==> config.mk <==
export PLATFORM = sky130hd
export DESIGN_NAME = mem_access_stage
export DESIGN_NICKNAME = d
export VERILOG_FILES = /design/src/rtl/mem_access_stage.sv
export SDC_FILE = /design/constraint.sdc
export NUM_CORES = 1
export LEC_CHECK = 0
export CAP_MARGIN = 10
export CORE_ASPECT_RATIO = 0.75
export CORE_MARGIN = 5
export CORE_UTILIZATION = 30
export CTS_CLUSTER_SIZE = 24
export DETAILED_ROUTE_END_ITERATION = 12
export GPL_TIMING_DRIVEN = 0
export PLACE_DENSITY = 0.59
export SLEW_MARGIN = 0
export SYNTH_ARGS = -nofsm -noshare
export SYNTH_HDL_FRONTEND = slang
export SYNTH_SLANG_ARGS = --single-unit
==> constraint.sdc <==
create_clock -name clk -period 5.1 [get_ports clk]
set_input_delay 1.53 -clock clk [delete_from_list [all_inputs] [get_ports clk]]
set_output_delay 1.53 -clock clk [all_outputs]
set_load 0.02 [all_outputs]
==> src/rtl/mem_access_stage.sv <==
// MIPS memory stage: turns EX/MEM load/store controls into a req/ack bus access,
// steers byte lanes, extends load data and stalls the pipeline until completion.
module mem_access_stage #(
    parameter int TIMEOUT = 64,
    parameter int ADDR_W  = 32
) (
    input  logic              clk,
    input  logic              rst_n,
    input  logic              Mem_Read_M,
    input  logic              Mem_Write_M,
    input  logic [1:0]        Mem_Size_M,
    input  logic              Mem_Unsigned_M,
    input  logic [31:0]       ALU_Result_M,
    input  logic [31:0]       Write_Data_M,
    output logic              mem_req,
    output logic              mem_we,
    output logic [ADDR_W-1:0] mem_addr,
    output logic [3:0]        mem_be,
    output logic [31:0]       mem_wdata,
    input  logic [31:0]       mem_rdata,
    input  logic              mem_ack,
    output logic [31:0]       Read_Data_M,
    output logic              Stall_M,
    output logic              Misalign_M,
    output logic              Bus_Err_M
);

    localparam int CW = (TIMEOUT > 2) ? $clog2(TIMEOUT) : 1;
    localparam logic [CW-1:0] CNT_LAST = CW'(TIMEOUT - 1);

    typedef enum logic [1:0] {IDLE, WAIT, DONE} state_t;

    state_t        state, state_nxt;
    logic          access, start, tmo;
    logic [CW-1:0] cnt;
    logic [1:0]    size_q, lo_q;
    logic          uns_q;
    logic [1:0]    lo;
    logic [3:0]    be_c;
    logic [31:0]   wdata_c, load_c;
    logic [7:0]    lb;
    logic [15:0]   lh;

    assign lo         = ALU_Result_M[1:0];
    assign access     = Mem_Read_M | Mem_Write_M;
    assign Misalign_M = access & (((Mem_Size_M == 2'b01) & lo[0]) |
                                  (Mem_Size_M[1] & (lo != 2'b00)));
    assign start      = (state == IDLE) & access & ~Misalign_M;
    assign tmo        = (state == WAIT) & ~mem_ack & (cnt == CNT_LAST);

    // Store lane steering; loads reuse the same enables so the bus sees the touched lanes.
    always_comb begin
        be_c    = 4'b1111;
        wdata_c = Write_Data_M;
        case (Mem_Size_M)
            2'b00: begin
                be_c    = 4'b0001 << lo;
                wdata_c = {4{Write_Data_M[7:0]}};
            end
            2'b01: begin
                be_c    = lo[1] ? 4'b1100 : 4'b0011;
                wdata_c = {2{Write_Data_M[15:0]}};
            end
            default: ;
        endcase
    end

    // Load extraction uses the offset/size latched at request time, not the live inputs.
    always_comb begin
        lb     = 8'(mem_rdata >> {lo_q, 3'b000});
        lh     = 16'(mem_rdata >> {lo_q[1], 4'b0000});
        load_c = mem_rdata;
        case (size_q)
            2'b00:   load_c = uns_q ? {24'b0, lb} : {{24{lb[7]}}, lb};
            2'b01:   load_c = uns_q ? {16'b0, lh} : {{16{lh[15]}}, lh};
            default: ;
        endcase
    end

    always_ff @(posedge clk or negedge rst_n) begin
        if (!rst_n) state <= IDLE;
        else        state <= state_nxt;
    end

    always_comb begin
        state_nxt = state;
        case (state)
            IDLE:    if (start) state_nxt = WAIT;
            WAIT:    if (mem_ack || tmo) state_nxt = DONE;
            DONE:    state_nxt = IDLE;
            default: state_nxt = IDLE;
        endcase
    end

    always_comb begin
        mem_req = (state == WAIT);
        Stall_M = start | (state == WAIT);
    end

    always_ff @(posedge clk or negedge rst_n) begin
        if (!rst_n) begin
            mem_we      <= 1'b0;
            mem_addr    <= '0;
            mem_be      <= 4'b0;
            mem_wdata   <= 32'b0;
            size_q      <= 2'b0;
            uns_q       <= 1'b0;
            lo_q        <= 2'b0;
            cnt         <= '0;
            Read_Data_M <= 32'b0;
            Bus_Err_M   <= 1'b0;
        end else begin
            Bus_Err_M <= tmo;
            if (start) begin
                mem_we    <= Mem_Write_M;
                mem_addr  <= {ALU_Result_M[ADDR_W-1:2], 2'b00};
                mem_be    <= be_c;
                mem_wdata <= wdata_c;
                size_q    <= Mem_Size_M;
                uns_q     <= Mem_Unsigned_M;
                lo_q      <= lo;
                cnt       <= '0;
            end else if (state == WAIT) begin
                cnt <= cnt + 1'b1;
            end
            if ((state == IDLE) && Misalign_M)
                Read_Data_M <= 32'b0;
            else if ((state == WAIT) && mem_ack)
                Read_Data_M <= mem_we ? 32'b0 : load_c;
            else if (tmo)
                Read_Data_M <= 32'b0;
        end
    end

endmodule

run_1/flops_by_reg.png
The bar under the picture is 50 um long. Other sequential cells in the stronger grey, the rest of the logic in the fainter grey.
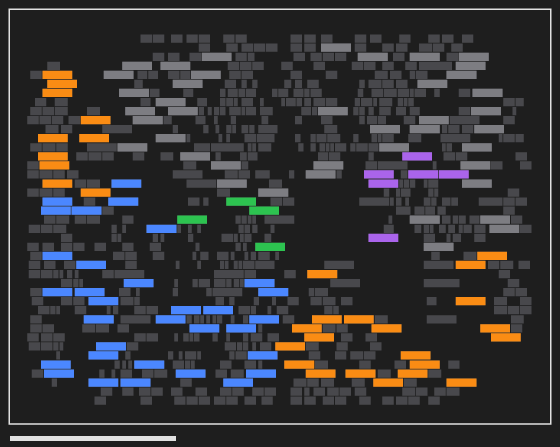
- blue: mem_wdata (flops 32)
- purple: cnt (flops 6; where right middle)
- green: mem_be (flops 4; where middle)
- orange: mem_addr (flops 30; where all over the die)

run_1/clk_routes.png
The bar under the picture is 50 um long.
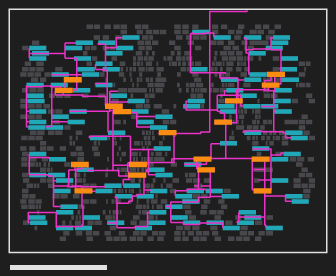
- magenta: clock wires (length 1650 um)
- cyan: flip-flops (count 113)
- orange: clock drivers (count 17)
- flops lie: all over the die
Clock power frac: 23.4%
Late-Pin Clk Latency: 0.41 ns
worst clock skew: 0.00826 ns
power drawn by the clock network: 0.00108 W

==> metrics.json, run 1 <==
{
  "critical_path": {
    "critical_path.top_delay_family": "buffers and inverters",
    "cp_common_cell": "sky130_fd_sc_hd__clkdlybuf4s50_1",
    "cp_data_arrival_time_ns": 3.33,
    "worst-r2r-setup-slack_ns": 3.01,
    "cp_num_cells": 6,
    "criticalPathCategory": "primary input to output port",
    "cp_num_buf_inv": 3,
    "cp_data_required_time_ns": 3.57,
    "critical_path.startpoint_type": "primary input",
    "reg2reg_launch_point": "size_q[0]",
    "worstPathCellList": "clkdlybuf4s50_1 -> a21oi_4 -> o211ai_1 -> buf_4 -> nand2_1 -> clkdlybuf4s50_1",
    "regToRegEndpoint": "Read_Data_M[4]"
  },
  "global_route": {
    "grt_max_degree": 77,
    "grt_overflow": 0,
    "grt_antenna_before_repair": 1,
    "grt_busiest_layer": "met2",
    "grt_first_pass_wirelength_um": 27300,
    "gr-usage-met3_pct": 5.46,
    "via_count_of_the_first_global_routing_pass": 4741
  },
  "floorplan": {
    "row_count": 41,
    "fp-utilization_pct": 30.8,
    "core_area_um2": 16900,
    "die-area_um2": 20200,
    "chipHeight_um": 124,
    "tapCellCount": 215
  },
  "worst_hold_path": {
    "whs_path_depth": 2,
    "whs_endpoint": "mem_wdata[29]",
    "worstHoldPathType": "flip-flop to flip-flop"
  },
  "clock_network": {
    "tritoncts": "yes",
    "worst_setup_hold_path_clk_slew_ns": 0.05,
    "numClockSinks": 113,
    "htree_num_levels": 4,
    "cts_buffers": 17,
    "post_cts_setup_inserts": 2,
    "max-clock-path-buffers": 2
  },
  "power_and_ir_drop": {
    "combPwrFrac_pct": 45.1,
    "vdd.ir_drop.worst_mv": 0.239,
    "power_combinational_w": 0.00208
  },
  "synthesis": {
    "synth.cellmix.xorXnorShare_pct": 0.671,
    "yosys.area.top_type_share_pct": 54.2,
    "edf_count": 0,
    "netlist_area_um2": 5220,
    "synth-adder-area-share_pct": 0.240,
    "synth_stat.cells": 452,
    "ys_chip_area_um2": 5220,
    "synthMuxAreaShare_pct": 17.0,
    "postSynthAreaPerCell_um2": 11.5,
    "synthTopLogicFamily": "multiplexers",
    "dominantRegCellSynth": "sky130_fd_sc_hd__dfrtp_1",
    "synthCells": 452,
    "yosys_register_bits": 113
  },
  "finish": {
    "number_of_sequential_cells": 113,
    "n_clock_buffer": 20,
    "sequential_cell_area_um2": 2830,
    "area.share.combinational_pct": 27.0,
    "layout.clock.cell_area_share_pct": 6.61,
    "nets": 784,
    "buffer_area_share_pct": 27.8,
    "layout-area-overhead-vs-synth_pct": 56.1,
    "inverters": 11,
    "seq_share_pct": 34.7,
    "antenna_cells_inserted": 1
  },
  "route": {
    "met3_wire_len_um": 1370,
    "drt-met1-wl_um": 7640,
    "drc": 0,
    "ant_nets": 0,
    "postRouteWirelength_um": 17100,
    "drtIter0Drc": 313
  },
  "final_timing": {
    "timing.final.setup_violations": 0,
    "layout_setup_ws_ns": 0.238,
    "unrepaired_setup_endpoints_after_global_routing": "no",
    "finalHoldViolations": 0,
    "worst_pin_slew_ns": 0.985
  },
  "job": {
    "maxCapViolCount": 0,
    "warning_count": 26
  },
  "place": {
    "dp.final_hpwl_um": 13300
  },
  "status": {
    "outcome": "finished clean"
  }
}
run_1/placement.png
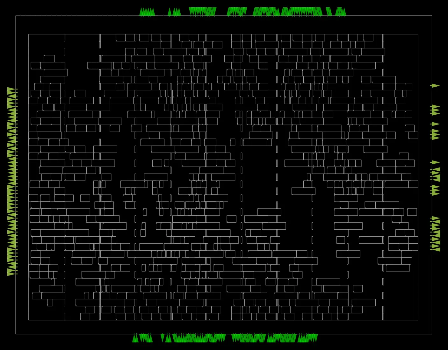
share of the core filled with cells: 48.1%
post-route non-filler standard cell count: 907

run_1/metal_density.png
The die is cut into 32 by 25 equal tiles; dark blue is low, red is high, scaled to the fullest tile. Values are wire area over tile area, all layers added.
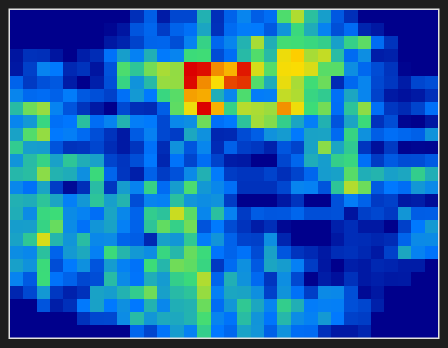
- nearly empty tiles: 13%
- densest ninth of the die: top middle
- tiles over half the peak: 11%
- fullest tile: 0.54
- emptiest ninth of the die: bottom right
- mean over tiles: 0.14
vias post-DR: 4531
Global Route Usage Sum: 17.2%

-- run 1: synthesized netlist by cell type (all sizes together), types with 2 or more instances --
master,instances
a21o,2
a21oi,30
a221o,16
a22o,9
a311oi,6
and2,7
buf,21
clkbuf,12
dfrtp,113
inv,10
mux2,51
mux2i,31
nand2,36
nand2b,2
nand3,3
nand3b,2
nor2,20
nor2b,3
nor3,10
nor4,2
o21ai,40
o2bb2ai,6
or3,2
xnor2,2
xor2,2
-- run 1: sequential cells by signal, indices dropped and copies added (netlist names) --
name	count
mem_we	1
state	2
Bus_Err_M	1
Read_Data_M	32
mem_wdata	32
mem_addr	30
mem_be	4
lo_q	2
uns_q	1
size_q	2
cnt	6
-- run 1: placed cells by master (no fill, tap or decap), types with 2 or more instances in the layout --
cell / count
sky130_fd_sc_hd__clkbuf_16: 17
sky130_fd_sc_hd__and2_1: 7
sky130_fd_sc_hd__mux2_1: 40
sky130_fd_sc_hd__a21oi_1: 29
sky130_fd_sc_hd__buf_6: 3
sky130_fd_sc_hd__nor4_1: 2
sky130_fd_sc_hd__clkinv_2: 6
sky130_fd_sc_hd__buf_2: 11
sky130_fd_sc_hd__mux2i_1: 31
sky130_fd_sc_hd__o21ai_1: 2
sky130_fd_sc_hd__buf_1: 3
sky130_fd_sc_hd__a221o_1: 16
sky130_fd_sc_hd__clkdlybuf4s50_1: 204
sky130_fd_sc_hd__or3_1: 2
sky130_fd_sc_hd__xor2_1: 2
sky130_fd_sc_hd__mux2_2: 10
sky130_fd_sc_hd__inv_1: 9
sky130_fd_sc_hd__o2bb2ai_1: 6
sky130_fd_sc_hd__nand3_1: 3
sky130_fd_sc_hd__buf_4: 5
sky130_fd_sc_hd__a311oi_1: 6
sky130_fd_sc_hd__clkinvlp_4: 3
sky130_fd_sc_hd__a22o_1: 9
sky130_fd_sc_hd__nor2b_1: 3
sky130_fd_sc_hd__dfrtp_1: 113
sky130_fd_sc_hd__nand2_1: 36
sky130_fd_sc_hd__nor3_1: 8
sky130_fd_sc_hd__a21o_1: 2
sky130_fd_sc_hd__clkbuf_1: 14
sky130_fd_sc_hd__nor2_1: 19
sky130_fd_sc_hd__o21ai_0: 37
sky130_fd_sc_hd__xnor2_1: 2
sky130_fd_sc_hd__nor3_2: 2
sky130_fd_sc_hd__nand2b_1: 2
sky130_fd_sc_hd__conb_1: 2
-- run 1: cell families after synthesis --
logic type | count (synthesis)
and+or+nand+nor | 90
buffers and inverters | 44
other | 1
xor gates and xnor gates | 4
DFF | 113
AOI/OAI and AO/OA | 117
muxes | 82
adders and majority gates | 1
-- run 1: metrics by stage --
| step | power [W] | area [um2] | setup TNS (ns) | hold WS [ns] | util [%] |
|---|---|---|---|---|---|
| 6_report | 0.00460 | 8150 | 0 | 0.477 | 48.1 |
| 5_1_grt | 0.00487 | 8150 | 0 | 0.504 | 48.1 |
| 4_1_cts | 0.00467 | 8140 | 0 | 0.483 | 48.1 |
| 3_5_place_dp | 0.00355 | 7580 | -0.598 | 0.471 | 44.8 |
| 3_3_place_gp | 0.00351 | 7550 | -221.50 | 0.469 | 44.6 |
| 2_1_floorplan | 0.00250 | 5220 | 0 | 0.505 | - |
==> run 1 -> run 2 <==
--- a/config.mk
+++ b/config.mk
@@ -7,7 +7,7 @@
 export LEC_CHECK = 0
 export CAP_MARGIN = 10
 export CORE_ASPECT_RATIO = 0.75
-export CORE_MARGIN = 5
+export CORE_MARGIN = 2
 export CORE_UTILIZATION = 30
 export CTS_CLUSTER_SIZE = 24
 export DETAILED_ROUTE_END_ITERATION = 12
run_2/sizes.png
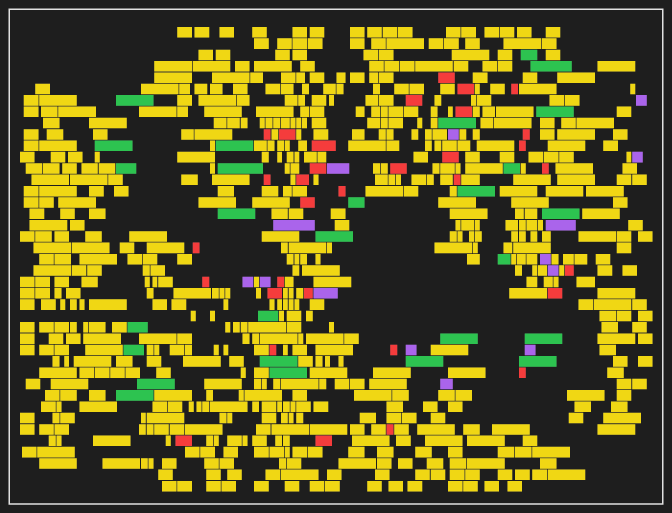
- red: _2 cells (cells 32; share 4.6%)
- purple: _3 and _4 cells (cells 14; share 2.0%)
- green: _6 and larger (cells 27; share 3.9%)
- yellow: _0 and _1 cells (cells 620; share 89%)

==> run 2 against run 1 <==
Combinational power about the same; register-to-register slack hardly changed; final cell count is 0.11% higher; count of clock-buffer cells in the layout up 3; core utilization is 0.21 points higher; highest routed layer unchanged; sequential power barely moved; clock power is 5% higher; fmax increased by 1.5%; die size decreased by 8.3%.
==> metrics.json, run 2 <==
{
  "clock_network": {
    "cts_buffers": 17,
    "tritoncts": "yes",
    "worst_setup_hold_path_clk_slew_ns": 0.05,
    "worst_skew_pair.late_latency_ns": 0.41,
    "numClockSinks": 113,
    "max-clock-path-buffers": 2,
    "htree_num_levels": 4
  },
  "critical_path": {
    "criticalPathCategory": "primary input to output port",
    "cp_data_arrival_time_ns": 3.26,
    "timing.critical_path.fanout_max": 5,
    "critical_path.startpoint_type": "primary input",
    "cp_data_required_time_ns": 3.57
  },
  "global_route": {
    "grt_antenna_before_repair": 0,
    "grt_overflow": 0,
    "global_route_usage_sum_pct": 18.4,
    "grt_max_degree": 89,
    "via_count_of_the_first_global_routing_pass": 4681,
    "grt_first_pass_wirelength_um": 26000
  },
  "final_timing": {
    "relSlewSlack_pct": 27.6,
    "finalHoldWorstSlack_ns": 0.473,
    "fin_worst_skew_ns": 0.00856,
    "finalHoldViolations": 0,
    "unrepaired_setup_endpoints_after_global_routing": "no",
    "worst_pin_slew_ns": 1.08,
    "fin_tns_setup_ns": 0,
    "timing.final.setup_violations": 0,
    "layout_setup_ws_ns": 0.309,
    "fin_crit_ns": 4.79
  },
  "synthesis": {
    "netlist_area_um2": 5220,
    "ys_chip_area_um2": 5220,
    "synth.cells.most_frequent": "113 x sky130_fd_sc_hd__dfrtp_1, 40 x sky130_fd_sc_hd__mux2_1, 37 x sky130_fd_sc_hd__o21ai_0",
    "postSynthAreaPerCell_um2": 11.5,
    "synthArstFlopShare_pct": 100,
    "synthDominantAreaCellType": "sky130_fd_sc_hd__dfrtp_1",
    "seq_area_frac_synth_pct": 54.2,
    "synthCells": 452,
    "yosys_register_bits": 113,
    "dominantRegCellSynth": "sky130_fd_sc_hd__dfrtp_1",
    "yosys.area.top_type_share_pct": 54.2,
    "synth_stat.cells": 452,
    "edf_count": 0,
    "yosysMostFrequentCell": "sky130_fd_sc_hd__dfrtp_1"
  },
  "floorplan": {
    "pin_count": 209,
    "die-width_um": 156,
    "row_count": 41,
    "fp-utilization_pct": 30.8,
    "chipHeight_um": 118,
    "die-area_um2": 18500,
    "core_area_um2": 16900
  },
  "place": {
    "dp.final_hpwl_um": 12500,
    "port_buffers": 206,
    "gp_congestion": 0.872
  },
  "job": {
    "warning_count": 26,
    "maxCapViolCount": 0
  },
  "worst_hold_path": {
    "worstHoldPathType": "flip-flop to flip-flop",
    "whs_path_depth": 1
  },
  "finish": {
    "layout.cells.most_common": "sky130_fd_sc_hd__clkdlybuf4s50_1",
    "antenna_cells_inserted": 0,
    "registers_with_the_most_flip_flops": "Read_Data_M (32), mem_wdata (32), mem_addr (30)",
    "nets": 785,
    "layout-area-overhead-vs-synth_pct": 56.8,
    "final_cell_mix": "204 x sky130_fd_sc_hd__clkdlybuf4s50_1, 113 x sky130_fd_sc_hd__dfrtp_1, 40 x sky130_fd_sc_hd__mux2_1"
  },
  "route": {
    "postRouteWirelength_um": 16600,
    "drtIter0Drc": 251,
    "vias": 4502,
    "wire_per_inst_um": 18.3,
    "ant_nets": 0,
    "drc": 0
  },
  "power_and_ir_drop": {
    "vdd.ir_drop.worst_mv": 0.228
  },
  "status": {
    "outcome": "finished clean"
  }
}
==> run 2: cell counts after synthesis <==
Identical to the previous run, type by type.
==> run 2: power breakdown <==
group          switching, W  internal [W]
clock              0.000417      0.000718
combinational       0.00108      0.000981
sequential         0.000206       0.00125
total               0.00170       0.00295
==> run 2: worst max-delay path, cell delays in order <==
cell and delay (ns):
sky130_fd_sc_hd__clkdlybuf4s50_1 0.62, sky130_fd_sc_hd__nor2_2 0.12, sky130_fd_sc_hd__nor3_2 0.32, sky130_fd_sc_hd__clkdlybuf4s50_1 0.67
==> run 2: area by class of cell <==
type	instances	area [um2]	area share [%]
Tap cell	215	269	3.29
Sequential cell	113	2830	34.6
Timing Repair Buffer	209	2110	25.8
Buffer	32	164	2.00
Clock buffer	23	488	5.96
Multi-Input combinational cell	296	2200	26.9
Inverter	11	46.3	0.566
Clock inverter	9	81.3	0.994
==> run 2: cells by family (layout without fill, tap and decap cells) <==
logic type / after synthesis / count (layout) / share of synthesized area, %
multiplexers: 82 / 82 / 17.0
adder cells (fa/ha/maj): 1 / 1 / 0.240
AND-OR/OR-AND: 117 / 117 / 15.4
XOR/XNOR: 4 / 4 / 0.671
AND/OR/NAND/NOR: 90 / 90 / 8.34
buffers and inverters: 44 / 284 / 4.05
flip-flops: 113 / 113 / 54.2
other: 1 / 2 / 0.0719
==> run 2: repair_timing <==
item / 4_1_cts / 5_1_grt
buffers inserted: 2 / 0
pin swaps: 1 / 0
endpoints found under the setup margin: 1 / 1
cloned: 0 / 0
gates resized: 2 / 3
hold buffers: 0 / 0
endpoints found under the hold margin: 0 / 0
==> run 2: metal layers <==
layer	track usage, %	vias to the layer above	wire length, um
met3	6.49	22	1260
met2	27.4	172	7490
met5	0	-	0
li1	-	2096	-
met1	25.1	2212	7480
met4	5.50	0	350
==> run 2: worst paths after layout <==
path	startpoint	endpoint	slack (ns)
max	ALU_Result_M[0]	Misalign_M	0.31
min	Read_Data_M[7]	Read_Data_M[7]	0.47
max reg2reg	size_q[0]	Read_Data_M[4]	3.02
min reg2reg	Read_Data_M[7]	Read_Data_M[7]	0.47
max in group asynchronous	rst_n	mem_wdata[13]	3.41
min in group asynchronous	rst_n	Read_Data_M[25]	0.97
==> run 2: through the flow <==
step                cells  utilization [%]  total power (W)  area, um2
detailed placement    875             44.8          0.00353       7580
floorplan             453                -          0.00250       5220
global placement      874             44.6          0.00350       7550
finish                908             48.3          0.00465       8180
CTS                   908             48.3          0.00470       8170
global route          908             48.3          0.00491       8180
==> run 2 -> run 3 <==
--- a/config.mk
+++ b/config.mk
@@ -6,13 +6,15 @@
 export NUM_CORES = 1
 export LEC_CHECK = 0
 export CAP_MARGIN = 10
+export CELL_PAD_IN_SITES_DETAIL_PLACEMENT = 1
+export CELL_PAD_IN_SITES_GLOBAL_PLACEMENT = 2
 export CORE_ASPECT_RATIO = 0.75
 export CORE_MARGIN = 2
-export CORE_UTILIZATION = 30
+export CORE_UTILIZATION = 29
 export CTS_CLUSTER_SIZE = 24
 export DETAILED_ROUTE_END_ITERATION = 12
 export GPL_TIMING_DRIVEN = 0
-export PLACE_DENSITY = 0.59
+export PLACE_DENSITY = 0.87
 export SLEW_MARGIN = 0
 export SYNTH_ARGS = -nofsm -noshare
 export SYNTH_HDL_FRONTEND = slang
run_3/metal_density.png
The die is cut into 32 by 24 equal tiles; dark blue is low, red is high, scaled to the fullest tile. Values are wire area over tile area, all layers added.
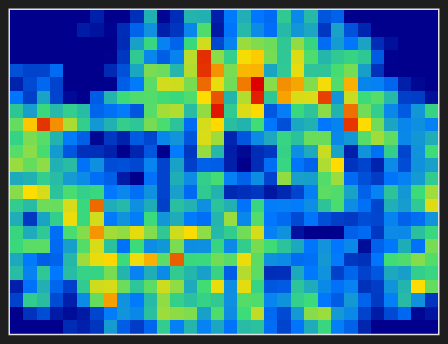
- fullest tile: 0.43
- emptiest ninth of the die: top left
- densest ninth of the die: top middle
- tiles over half the peak: 23%
- mean over tiles: 0.15
- nearly empty tiles: 11%

==> run 3 against run 2 <==
Synthesized cell count unchanged; clock skew down 0.0034 ns; fmax fell by 2.8%; synthesized area unchanged; sequential share of layout area shrank 0.079 points; via count is 0.64% higher; flip-flop count stayed put; critical path depth up 2; register-to-register slack improved by 0.04 ns; setup slack got worse by 0.14 ns; hold slack gained 0.0090 ns; global-route usage is 0.99 points higher; critical path type unchanged; critical endpoint is now Stall_M.
==> metrics.json, run 3 <==
{
  "synthesis": {
    "yosys.area.top_type_share_pct": 54.2,
    "synthArstFlopShare_pct": 100,
    "seq_area_frac_synth_pct": 54.2,
    "synthCells": 452,
    "netlist_area_um2": 5220,
    "synth.cells.most_frequent": "113 x sky130_fd_sc_hd__dfrtp_1, 40 x sky130_fd_sc_hd__mux2_1, 37 x sky130_fd_sc_hd__o21ai_0"
  },
  "worst_hold_path": {
    "whs_path_depth": 2,
    "whs_endpoint": "mem_wdata[28]"
  },
  "global_route": {
    "grt_util_met2_pct": 32.0,
    "grt_antenna_before_repair": 0,
    "grt_first_pass_wirelength_um": 28600
  },
  "final_timing": {
    "timing.final.setup_violations": 0,
    "layout_setup_ws_ns": 0.171,
    "fin_crit_ns": 4.93,
    "fin_worst_skew_ns": 0.00519
  },
  "finish": {
    "final_cell_mix": "205 x sky130_fd_sc_hd__clkdlybuf4s50_1, 113 x sky130_fd_sc_hd__dfrtp_1, 40 x sky130_fd_sc_hd__mux2_1",
    "layout-area-overhead-vs-synth_pct": 57.1,
    "sequential_cell_area_um2": 2830,
    "nets": 784
  },
  "clock_network": {
    "numClockSinks": 113,
    "cts_buffers": 17,
    "max-clock-path-buffers": 2
  },
  "job": {
    "maxCapViolCount": 0
  },
  "power_and_ir_drop": {
    "vdd.ir_drop.worst_mv": 0.222
  },
  "route": {
    "drtIter0Drc": 202,
    "ant_nets": 0,
    "vias": 4531,
    "postRouteWirelength_um": 17800
  },
  "place": {
    "dpl-instance-area_um2": 7620,
    "gp_congestion": 0.828
  },
  "critical_path": {
    "reg2reg_launch_point": "state[1]",
    "regToRegEndpoint": "Read_Data_M[28]"
  },
  "status": {
    "outcome": "finished clean"
  },
  "floorplan": {
    "fp-utilization_pct": 29.6,
    "die-area_um2": 19100
  }
}
run 3: cell counts after synthesis:
No cell type changed its count.
run 3: final cells by class:
| class | instances | area share (%) |
|---|---|---|
| Sequential cell | 113 | 34.5 |
| Multi-Input combinational cell | 296 | 26.7 |
| Timing Repair Buffer | 208 | 25.6 |
| Clock buffer | 20 | 5.57 |
| Tap cell | 242 | 3.69 |
| Buffer | 32 | 2.04 |
| Clock inverter | 11 | 1.39 |
| Inverter | 11 | 0.565 |
run 3: stage by stage:
stage / cells / util (%) / setup TNS [ns] / hold slack (ns) / total power [W]
after floorplan: 453 / - / 0 / 0.505 / 0.00250
after global placement: 901 / 43.0 / -217.00 / 0.465 / 0.00349
after detailed placement: 902 / 43.1 / -0.509 / 0.480 / 0.00357
after CTS: 932 / 46.4 / 0 / 0.492 / 0.00476
after global routing: 933 / 46.4 / 0 / 0.512 / 0.00498
final: 933 / 46.4 / 0 / 0.482 / 0.00471
run 3: worst max-delay path, stage by stage:
cell	delay, ns
sky130_fd_sc_hd__clkdlybuf4s50_1	0.58
sky130_fd_sc_hd__a21oi_2	0.11
sky130_fd_sc_hd__o211ai_1	0.28
sky130_fd_sc_hd__buf_6	0.24
sky130_fd_sc_hd__nand2_1	0.10
sky130_fd_sc_hd__clkdlybuf4s50_1	0.55
run 3: cell families after synthesis:
kind of cell / after synthesis / synth area share (%)
AND-OR/OR-AND: 117 / 15.4
flip-flops: 113 / 54.2
other: 1 / 0.0719
AND/OR/NAND/NOR: 90 / 8.34
buffers and inverters: 44 / 4.05
adder cells (fa/ha/maj): 1 / 0.240
XOR/XNOR: 4 / 0.671
multiplexers: 82 / 17.0
run 3: how the worst max path moves through the flow:
stage | startpoint | to | slack (ns)
after floorplan | Mem_Write_M | Stall_M | 0.98
after global placement | rst_n | Read_Data_M[24] | -1.93
after detailed placement | ALU_Result_M[0] | Stall_M | -0.51
after CTS | ALU_Result_M[0] | Stall_M | 0.05
after global routing | ALU_Result_M[0] | Stall_M | 0.03
final | ALU_Result_M[0] | Stall_M | 0.17
run 3: power breakdown:
group | internal, W | switching [W] | leakage, nW
logic | 0.000981 | 0.00111 | 1.79
registers | 0.00125 | 0.000213 | 1.42
clock network | 0.000736 | 0.000416 | 0.281
run 3: what timing repair did:
item,4_1_cts,5_1_grt
setup endpoints to repair,1,1
resized,2,1
hold buffers,0,0
pin swaps,0,1
buffers inserted,0,1
run 3: layer usage:
layer | vias up | wire, um
li1 | 2087 | -
met1 | 2291 | 7970
met2 | 134 | 8550
met3 | 19 | 1060
met4 | 0 | 206
met5 | - | 0
No activity file was given, so power comes from the tool's default toggle rates.
